<file path="src/rtl/cmuller_array.sv">
// Clocked array of WIDTH multi-input C-Muller elements with asymmetric "plus-only" inputs,
// per-lane stuck-handshake detection and a global transition counter.
module cmuller_array #(
    parameter int              WIDTH   = 8,
    parameter int              NIN     = 2,
    parameter logic [WIDTH-1:0] RST_VAL = {WIDTH{1'b0}},
    parameter int              TMO_W   = 8
) (
    input  logic                   clk,
    input  logic                   rstn,
    input  logic [WIDTH*NIN-1:0]   in,
    input  logic [WIDTH*NIN-1:0]   plus_mask,
    input  logic [TMO_W-1:0]       tmo_limit,
    input  logic                   clr,
    output logic [WIDTH-1:0]       c,
    output logic [WIDTH-1:0]       stall,
    output logic                   stall_any,
    output logic [15:0]            evt_cnt
);

    logic [WIDTH-1:0] c_r;
    logic [WIDTH-1:0] c_next_s;
    logic [WIDTH-1:0] pend_s;
    logic [WIDTH-1:0] stall_r;
    logic [WIDTH-1:0] stall_set_s;
    logic [TMO_W-1:0] cnt_r [WIDTH];
    logic [15:0]      evt_r;

    // A fully masked lane falls back to a plain symmetric join.
    function automatic logic [NIN-1:0] eff_mask(input logic [NIN-1:0] m);
        logic [NIN-1:0] r;
        if (&m) begin
            r = {NIN{1'b0}};
        end else begin
            r = m;
        end
        return r;
    endfunction

    function automatic logic lane_rise(input logic [NIN-1:0] v);
        return &v;
    endfunction

    function automatic logic lane_fall(input logic [NIN-1:0] v, input logic [NIN-1:0] m);
        return ~|(v & ~eff_mask(m));
    endfunction

    // Inputs disagreeing with the current output; plus inputs are ignored while c is high.
    function automatic logic lane_differs(input logic [NIN-1:0] v, input logic [NIN-1:0] m,
                                          input logic cur);
        logic d;
        if (cur) begin
            d = |(~v & ~eff_mask(m));
        end else begin
            d = |v;
        end
        return d;
    endfunction

    // Per-lane next output, pending detection and stall-set condition.
    always_comb begin
        c_next_s    = c_r;
        pend_s      = {WIDTH{1'b0}};
        stall_set_s = {WIDTH{1'b0}};
        for (int i = 0; i < WIDTH; i++) begin
            if (lane_rise(in[i*NIN +: NIN])) begin
                c_next_s[i] = 1'b1;
            end else if (lane_fall(in[i*NIN +: NIN], plus_mask[i*NIN +: NIN])) begin
                c_next_s[i] = 1'b0;
            end else begin
                c_next_s[i] = c_r[i];
                pend_s[i]   = lane_differs(in[i*NIN +: NIN], plus_mask[i*NIN +: NIN], c_r[i]);
            end
            if (pend_s[i] && (tmo_limit != {TMO_W{1'b0}}) &&
                (({1'b0, cnt_r[i]} + {{TMO_W{1'b0}}, 1'b1}) >= {1'b0, tmo_limit})) begin
                stall_set_s[i] = 1'b1;
            end else begin
                stall_set_s[i] = 1'b0;
            end
        end
    end

    // Lane outputs, saturating stall counters and sticky stall flags.
    always_ff @(posedge clk or posedge rstn) begin
        if (rstn) begin
            c_r     <= RST_VAL;
            stall_r <= {WIDTH{1'b0}};
            for (int i = 0; i < WIDTH; i++) begin
                cnt_r[i] <= {TMO_W{1'b0}};
            end
        end else begin
            c_r <= c_next_s;
            for (int i = 0; i < WIDTH; i++) begin
                if (!pend_s[i]) begin
                    cnt_r[i] <= {TMO_W{1'b0}};
                end else if (cnt_r[i] != {TMO_W{1'b1}}) begin
                    cnt_r[i] <= cnt_r[i] + {{(TMO_W-1){1'b0}}, 1'b1};
                end else begin
                    cnt_r[i] <= cnt_r[i];
                end
            end
            if (clr) begin
                stall_r <= {WIDTH{1'b0}};
            end else begin
                stall_r <= stall_r | stall_set_s;
            end
        end
    end

    // Activity counter: one tick per cycle with any output change, clr has priority.
    always_ff @(posedge clk or posedge rstn) begin
        if (rstn) begin
            evt_r <= 16'd0;
        end else if (clr) begin
            evt_r <= 16'd0;
        end else if (c_next_s != c_r) begin
            evt_r <= evt_r + 16'd1;
        end else begin
            evt_r <= evt_r;
        end
    end

    assign c         = c_r;
    assign stall     = stall_r;
    assign stall_any = |stall_r;
    assign evt_cnt   = evt_r;

endmodule

</file>
<file path="config.mk">
export PLATFORM = sky130hd
export DESIGN_NAME = cmuller_array
export DESIGN_NICKNAME = d
export VERILOG_FILES = /design/src/rtl/cmuller_array.sv
export SDC_FILE = /design/constraint.sdc
export NUM_CORES = 1
export LEC_CHECK = 0
export CORE_UTILIZATION = 40
export CTS_BUF_LIST = sky130_fd_sc_hd__clkbuf_16
export DETAILED_ROUTE_END_ITERATION = 16
export GPL_TIMING_DRIVEN = 0
export HOLD_SLACK_MARGIN = 0.15
export SLEW_MARGIN = 15
export SYNTH_ARGS = -nofsm -noshare
export SYNTH_HDL_FRONTEND = slang
export SYNTH_SLANG_ARGS = --single-unit
export TNS_END_PERCENT = 50
</file>
<file path="constraint.sdc">
create_clock -name clk -period 4 [get_ports clk]
set_clock_uncertainty 0.1 [all_clocks]
set_input_delay 0.8 -clock clk [delete_from_list [all_inputs] [get_ports clk]]
set_output_delay 0.8 -clock clk [all_outputs]
set_load 0.01 [all_outputs]
</file>
==> images/met4.png <==
Drawn at 3 px/µm.
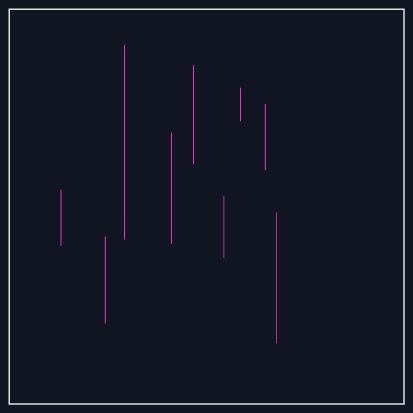
share of all routed wire: 1.7%
nets with wire on the layer: 7
wire length on this layer: 277 µm
longest straight run: 64.6 µm
main direction: vertical

==> images/clock_map.png <==
Drawn at 4 px/µm.
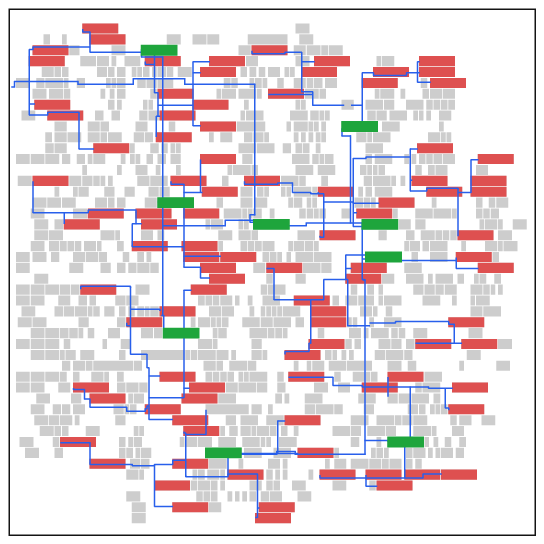
legend:
  blue:
    item: clock wires
    length: 1400 µm
  green:
    item: cells driving clock nets
    count: 9
  red:
    item: flip-flops
    count: 96
flops lie: spread over the die
routed clock nets: 10

==> Yosys cell counts (all sizes together) (7+ instances only) <==
cell type | number | area share [%]
dfrtp | 96 | 36
a21oi | 85 | 6.4
ha | 73 | 14
nor2 | 71 | 4.0
inv | 62 | 3.5
nand2 | 48 | 2.7
nand3 | 47 | 3.5
xnor2 | 42 | 5.5
nand2b | 22 | 2.1
xor2 | 22 | 2.9
nor3b | 20 | 2.3
a21o | 16 | 1.8
o21ai | 13 | 0.98
nor2b | 12 | 1.1
and3 | 11 | 1.0
nand4 | 11 | 1.0
nor3 | 9 | 0.68
a31oi | 8 | 0.75
mux2i | 8 | 1.2
a211o | 7 | 0.92
==> report_power, final <==
group / leakage, nW / internal, mW / switching [mW]
Sequential: 1.32 / 1.01 / 0.0562
Combinational: 2.60 / 0.209 / 0.258
Clock: 0.149 / 0.543 / 0.385
==> sequential cells by signal, summed over array words and instances, names as in the netlist <==
register,count
stall,8
c,8
cnt_r,64
evt_cnt,16
==> tightest hold or removal path, stage by stage (launching register included) <==
cell and delay (ns):
dfrtp_1 0.37, nand2b_1 0.07, o41ai_1 0.06
==> final cells by class <==
type                    count  area, µm²
clock buffers               9        225
clock inverters             6       85.1
inverters                  62        238
plain buffers               9       48.8
repair buffers             76        778
multi-input cells         581       3980
fillers                  1488       8030
flip-flops and latches     96       2400
well taps                 216        270
==> kinds of logic (layout without fill, tap and decap cells) <==
kind of cell	count (synthesis)	after routing
adders and majority gates	73	73
AOI/OAI and AO/OA	165	165
and+or+nand+nor	270	270
xor gates and xnor gates	64	64
DFF	96	96
buffers and inverters	71	162
muxes	9	9
==> routing by layer <==
metal / vias up / track usage [%]
met5: - / 0
met4: 0 / 7.39
met3: 21 / 3.47
met2: 142 / 33.5
met1: 2735 / 26.3
li1: 2837 / -
==> run notes <==
run results: status completed, # IOs 76, Max Cap Violations 0, DR vias 5735, GP Congestion 0.857, Die ar. 0.0172 mm², EDFF count, synth 0, worst hold stages 2, mapped cell area 0.00667 mm², setup TNS 0 ns, part of the cycle the worst path needs 80.5%, non-filler cells in the finished layout 1055, drt pass-1 iters 5, row count 46, placed cells 1040, htree depth 3, crit-path max cell delay 0.57 ns, post-CTS setup buffer count 0, CP Capture Point evt_cnt[0], Setup crit start kind input pin, largest delay contributor family on the critical path AND-OR/OR-AND gates, most frequent logic cell in the layout dfrtp_1, hold_buf cts 0, Clock Sinks 96, Crit path depth 8, CTS tree yes, worst reg2reg path endpoint evt_cnt[0], DR WL met3 737 µm, kind of critical path input pin to flip-flop, Max Slew Vio Count 0, Unique cell types 48, R2R Setup Slk 1.35 ns, Max Buffers Root-to-Sink 2, Routed WL per cell 16.0 µm, Commonest flop dfrtp_1, Reg-to-Reg Start c[0], crit path DAT 3.36 ns, initial antenna violation count 0, syn_nets 864, Hold Startpoint stall[6], vias per cell 5.44, Late-Pin Clk Latency 0.35 ns, Tightest Hold Check Type flip-flop to flip-flop
No activity file was given, so power comes from the tool's default toggle rates.
